### config.mk
export PLATFORM = sky130hd
export DESIGN_NAME = seg_scan_flat
export DESIGN_NICKNAME = d
export VERILOG_FILES = /design/src/rtl/seg_scan_if.sv /design/src/rtl/seg_scan.sv /design/src/flat_wrapper.sv
export SDC_FILE = /design/constraint.sdc
export NUM_CORES = 1
export LEC_CHECK = 0
export CORE_ASPECT_RATIO = 0.7
export CORE_MARGIN = 3
export CORE_UTILIZATION = 30
export CTS_CLUSTER_SIZE = 8
export DETAILED_ROUTE_END_ITERATION = 8
export GPL_TIMING_DRIVEN = 0
export MAX_ROUTING_LAYER = met4
export PLACE_DENSITY_LB_ADDON = 0.08
export SLEW_MARGIN = 20
export SYNTH_ARGS = -nofsm -noshare
export SYNTH_HDL_FRONTEND = slang
export SYNTH_SLANG_ARGS = --single-unit
export TNS_END_PERCENT = 30
### constraint.sdc
create_clock -name clk -period 3.15 [get_ports clk]
set_input_delay 0.315 -clock clk [delete_from_list [all_inputs] [get_ports clk]]
set_output_delay 0.315 -clock clk [all_outputs]
set_load 0.005 [all_outputs]
### src/rtl/seg_scan_if.sv
// seg_scan_if: bundle between the 7-segment scanner, the game/score logic
// that loads it, the hex-to-segment decoder it drives, and the board pins.
//   load/value/dp_in       : tear-free display value update (host -> scanner)
//   en_mask/lz_blank       : live per-digit enable and leading-zero blanking
//   nibble/seg_in          : digit code out to decoder, active-low pattern back
//   seg/dp/an              : active-low pin drive
//   frame_done             : one-cycle pulse at the end of the last digit slot
// master = the scanner, slave = everything around it.
interface seg_scan_if #(
  parameter int NUM_DIGITS = 8
);
  logic                       load;
  logic [NUM_DIGITS-1:0][3:0] value;
  logic [NUM_DIGITS-1:0]      dp_in;
  logic [NUM_DIGITS-1:0]      en_mask;
  logic                       lz_blank;
  logic [3:0]                 nibble;
  logic [6:0]                 seg_in;
  logic [6:0]                 seg;
  logic                       dp;
  logic [NUM_DIGITS-1:0]      an;
  logic                       frame_done;

  modport master (
    input  load, value, dp_in, en_mask, lz_blank, seg_in,
    output nibble, seg, dp, an, frame_done
  );

  modport slave (
    output load, value, dp_in, en_mask, lz_blank, seg_in,
    input  nibble, seg, dp, an, frame_done
  );
endinterface

### src/rtl/seg_scan.sv
// seg_scan: multiplexed driver for a common-anode 7-segment bank.
// Scans one digit per CLK_DIV-cycle slot; the first BLANK_CYC cycles of each
// slot keep every anode off so the previous digit's pattern cannot ghost.
// A loaded value waits in a shadow register and becomes visible only at the
// frame wrap, so a frame never mixes digits from two different values.
// Ports:
//   clk, rst_n : clock, asynchronous active-low reset
//   bus        : seg_scan_if.master (load/value/dp_in/en_mask/lz_blank in,
//                nibble/seg/dp/an/frame_done out, seg_in from decoder)

// One digit of the leading-zero chain: high when this digit and every digit
// above it are zero.
module seg_scan_lane (
  input  logic [3:0] digit,
  input  logic       zeroIn,
  output logic       zeroOut
);
  assign zeroOut = zeroIn && (digit == 4'h0);
endmodule

module seg_scan #(
  parameter int NUM_DIGITS = 8,
  parameter int CLK_DIV    = 100000,
  parameter int BLANK_CYC  = 2
) (
  input  logic       clk,
  input  logic       rst_n,
  seg_scan_if.master bus
);
  localparam int DW = (CLK_DIV > 1) ? $clog2(CLK_DIV) : 1;
  localparam int IW = (NUM_DIGITS > 1) ? $clog2(NUM_DIGITS) : 1;
  localparam logic [DW-1:0] DIV_LAST = DW'(CLK_DIV - 1);
  localparam logic [IW-1:0] IDX_LAST = IW'(NUM_DIGITS - 1);

  logic [DW-1:0]              div, divNext;
  logic [IW-1:0]              idx, idxNext;
  logic [NUM_DIGITS-1:0][3:0] activeVal, activeValNext, shadowVal;
  logic [NUM_DIGITS-1:0]      activeDp, activeDpNext, shadowDp;
  logic                       pending;
  logic [3:0]                 nibble;
  logic [NUM_DIGITS-1:0]      an, anNext;
  logic                       frameDone;
  logic                       slotEnd, wrap, lit;
  logic [NUM_DIGITS:0]        zeroFrom;

  // Leading-zero chain runs on the value the next slot will display, so the
  // registered anode matches the digit shown after a frame wrap.
  assign zeroFrom[NUM_DIGITS] = 1'b1;
  for (genvar g = 0; g < NUM_DIGITS; g++) begin : gLane
    seg_scan_lane uLane (
      .digit   (activeValNext[g]),
      .zeroIn  (zeroFrom[g+1]),
      .zeroOut (zeroFrom[g])
    );
  end

  always_comb begin
    slotEnd = (div == DIV_LAST);
    wrap    = slotEnd && (idx == IDX_LAST);
    divNext = slotEnd ? '0 : div + DW'(1);
    idxNext = idx;
    if (wrap)         idxNext = '0;
    else if (slotEnd) idxNext = idx + IW'(1);

    // A load on the wrap edge bypasses the shadow and lands in this frame.
    activeValNext = activeVal;
    activeDpNext  = activeDp;
    if (wrap) begin
      if (bus.load) begin
        activeValNext = bus.value;
        activeDpNext  = bus.dp_in;
      end else if (pending) begin
        activeValNext = shadowVal;
        activeDpNext  = shadowDp;
      end
    end

    // Digit 0 is never leading-zero blanked, so "0" stays visible.
    lit = bus.en_mask[idxNext] &&
          !(bus.lz_blank && (idxNext != '0) && zeroFrom[idxNext]);

    anNext = '1;
    if (int'(divNext) >= BLANK_CYC) anNext[idxNext] = ~lit;
  end

  always_ff @(posedge clk or negedge rst_n) begin
    if (!rst_n) begin
      div       <= '0;
      idx       <= '0;
      activeVal <= '0;
      activeDp  <= '0;
      shadowVal <= '0;
      shadowDp  <= '0;
      pending   <= 1'b0;
      nibble    <= 4'h0;
      an        <= '1;
      frameDone <= 1'b0;
    end else begin
      div       <= divNext;
      idx       <= idxNext;
      activeVal <= activeValNext;
      activeDp  <= activeDpNext;
      an        <= anNext;
      frameDone <= wrap;
      if (slotEnd) nibble <= activeValNext[idxNext];
      if (bus.load) begin
        shadowVal <= bus.value;
        shadowDp  <= bus.dp_in;
      end
      if (wrap)          pending <= 1'b0;
      else if (bus.load) pending <= 1'b1;
    end
  end

  // seg is a straight combinational path from the decoder; both seg and dp
  // are forced dark whenever no anode is selected.
  assign bus.nibble     = nibble;
  assign bus.an         = an;
  assign bus.frame_done = frameDone;
  assign bus.seg        = (&an) ? 7'h7F : bus.seg_in;
  assign bus.dp         = (&an) ? 1'b1 : ~activeDp[idx];
endmodule

### src/flat_wrapper.sv
// flat-port wrapper written by rule: the top's interface ports become plain ports
module seg_scan_flat 
#(
  parameter int NUM_DIGITS = 8,
  parameter int CLK_DIV    = 100000,
  parameter int BLANK_CYC  = 2
)
  (clk, rst_n, bus_load, bus_value, bus_dp_in, bus_en_mask, bus_lz_blank, bus_seg_in, bus_nibble, bus_seg, bus_dp, bus_an, bus_frame_done);
  seg_scan_if #(.NUM_DIGITS(NUM_DIGITS)) bus_i ();
  input  logic clk;
  input  logic rst_n;
  input wire logic [$bits(bus_i.load)-1:0] bus_load;
  input wire logic [$bits(bus_i.value)-1:0] bus_value;
  input wire logic [$bits(bus_i.dp_in)-1:0] bus_dp_in;
  input wire logic [$bits(bus_i.en_mask)-1:0] bus_en_mask;
  input wire logic [$bits(bus_i.lz_blank)-1:0] bus_lz_blank;
  input wire logic [$bits(bus_i.seg_in)-1:0] bus_seg_in;
  output wire logic [$bits(bus_i.nibble)-1:0] bus_nibble;
  output wire logic [$bits(bus_i.seg)-1:0] bus_seg;
  output wire logic [$bits(bus_i.dp)-1:0] bus_dp;
  output wire logic [$bits(bus_i.an)-1:0] bus_an;
  output wire logic [$bits(bus_i.frame_done)-1:0] bus_frame_done;
  assign bus_i.load = bus_load;
  assign bus_i.value = bus_value;
  assign bus_i.dp_in = bus_dp_in;
  assign bus_i.en_mask = bus_en_mask;
  assign bus_i.lz_blank = bus_lz_blank;
  assign bus_i.seg_in = bus_seg_in;
  assign bus_nibble = bus_i.nibble;
  assign bus_seg = bus_i.seg;
  assign bus_dp = bus_i.dp;
  assign bus_an = bus_i.an;
  assign bus_frame_done = bus_i.frame_done;
  seg_scan #(.NUM_DIGITS(NUM_DIGITS), .CLK_DIV(CLK_DIV), .BLANK_CYC(BLANK_CYC)) u_core (.clk(clk), .rst_n(rst_n), .bus(bus_i));
endmodule
Track usage over the die:
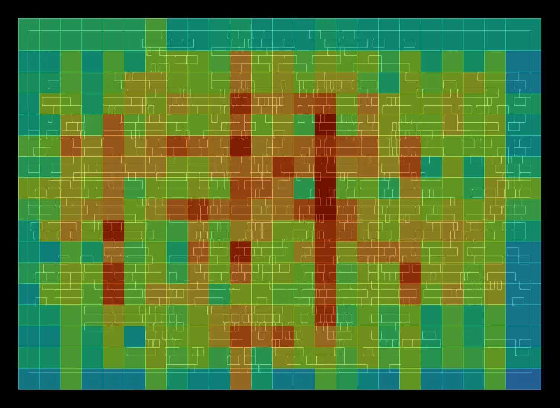
overall global routing resource usage: 17.72%
routing usage on met2: 22.36%
share of the core filled with cells: 43.24%

Where the registers sit:
Other sequential cells in the stronger grey, the rest of the logic in the fainter grey.
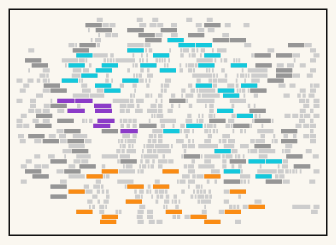
- purple: u_core.bus.an (flops 8)
- cyan: u_core.activeVal (flops 32)
- orange: u_core.div (flops 17)
- not coloured: 57
fraction of area in registers: 36.27%
flip-flop and latch power: 1.54 mW
FF/Latch Area: 2864 sq um

==> out/results.md <==
| Stage | Result | This run |
|:---|:---|:---|
| global route | GR Util met1 | 27.34% |
| sta | Worst setup slack after layout | 0.1127 ns |
| setup path | Critical Path Start Type | register |
| power | Proportion of total power due to net switching | 20.69% |
| finish | Non-Filler Instances | 915 |
| yosys | Most frequent cells after synthesis | sky130_fd_sc_hd__dfrtp_1 (106), sky130_fd_sc_hd__nand2_1 (70), sky130_fd_sc_hd__mux2_2 (39) |
| yosys | Post-Syn Nets | 615 |
| finish | Layout inverter count without the clock tree | 33 |
| yosys | Dominant combinational cell family by area after synthesis | simple AND/OR/NAND/NOR gates |
| cts | Number of sinks driven by the clock tree | 114 |
| yosys | Most area-hungry cell type in the Yosys netlist | sky130_fd_sc_hd__dfrtp_1 |
| setup path | Crit path buffers/inverters | 3 |
| setup path | Arrival time worst endpoint | 3.32 ns |
| finish | Share of post-route cells with drive strength above 1 | 26.36% |
| setup path | Worst reg2reg setup slack | 0.11 ns |
| finish | Regs by FF count | u_core.activeVal: 32 flops, u_core.shadowVal: 32 flops, u_core.div: 17 flops |
| yosys | Post-Synth AOI/OAI Area | 10.38% |
| global route | Initial antenna violation count | 0 |
| cts | CTS tree | done |
| sta | Final total negative setup slack | 0 ns |
| finish | Multi-input combinational cell area | 2780 sq um |
| die | Width of the die | 170.3 um |
| die | Well tap count | 236 |
| outcome | Outcome | finished, final reports clean |
| yosys | Synth warn | 0 |
| sta | Achievable frequency | 329.2 MHz |
| die | FP Core Util | 31.02% |
| sta | Slew HR | 48.37% |
| power | Relative contribution of sequential cells to total power | 38.4% |
| sta | RSZ-0062 raised after global routing | yes |
| finish | Most common logic cell in the routed design | sky130_fd_sc_hd__dfrtp_1 |
| cts | Root buffer cell | sky130_fd_sc_hd__clkbuf_16 |
| detailed routing | Starting DRC count in detailed routing | 283 |
| setup path | Crit Path Category | reg2reg |
| global route | Pin count of the biggest net entering global routing | 71 |
| global route | Most used routing layer | met1 |
| cts | Level count of the clock H-tree | 4 |
| cts | Maximum number of buffers from clock root to sink | 2 |
| global route | Vias in the first global route | 4555 |
| setup path | Cell type group with the largest total delay on the critical path | simple AND/OR/NAND/NOR gates |
| power | Internal power consumption | 3.183 mW |
| finish | Fillers | 1721 |
| placement | Total placed cells including tap cells | 868 |
| job | Count of tool warnings | 28 |
| die | I/O pin count | 80 |
| finish | Fin nets | 728 |
| global route | Met3 Usage GRT | 4.591% |
| power | PnR Total Power | 4.014 mW |
| yosys | Count of library flops with an enable pin | 0 |
| job | Maximum capacitance violations | 0 |
| worst hold path | Endpoint with the worst hold slack | u_core.shadowVal[26] |
| setup path | Reg2Reg Launch Point | u_core.div[0] |
| placement | Worst setup slack before clock tree synthesis | -0.6673 ns |
| yosys | Synth Area in Adders | 0.6625% |
| worst hold path | Start point of the worst min-delay path | bus_load |
| yosys | Unique masters post-synth | 63 |
| cts | Resized cells post-CTS | 22 |
| setup path | Total number of cells along the worst setup path | 13 |
| detailed routing | Routed wl met3 | 983 um |
| finish | Seq_cells | 114 |
| die | Placement Rows | 41 |
| power | Worst IR drop on VDD | 0.1979 mV |
| setup path | Delay of the slowest critical-path stage | 0.40 ns |
| die | Full die area | 20600 sq um |
| setup path | Most frequent cell on the critical path | sky130_fd_sc_hd__mux2i_4 |
| power | Combinational-cell power consumption | 259 uW |
| sta | Slew Limit Fails | 0 |
| sta | Ratio of final minimum period to clock period | 96.42% |
| finish | Tally of clock buffers in the finished layout | 23 |
Supply network:
Pins as bars on the die edge. Tap cells in grey.
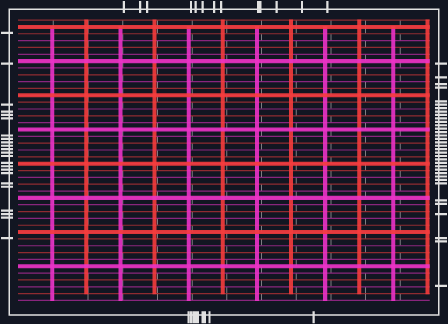
- magenta: VSS
- red: VDD
- tap cells: 236
- met4 straps: 12
Std-Cell Core Area: 18260 sq um
die outline height: 121.0 um

Clock wires, drivers and flops:
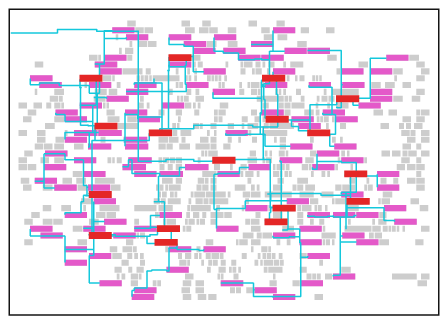
- magenta: flip-flops (count 114)
- red: cells driving clock nets (count 17)
- cyan: clock wires (length 1820 um)
- routed clock nets: 18
- flops lie: all over the die
power share of the clock group: 55.2%
clock group total power: 2.21 mW
clock latency at the later pin of the worst-skew pair: 0.42 ns
Clock Skew: 0.005734 ns

Power is estimated from default activity; no workload was simulated.
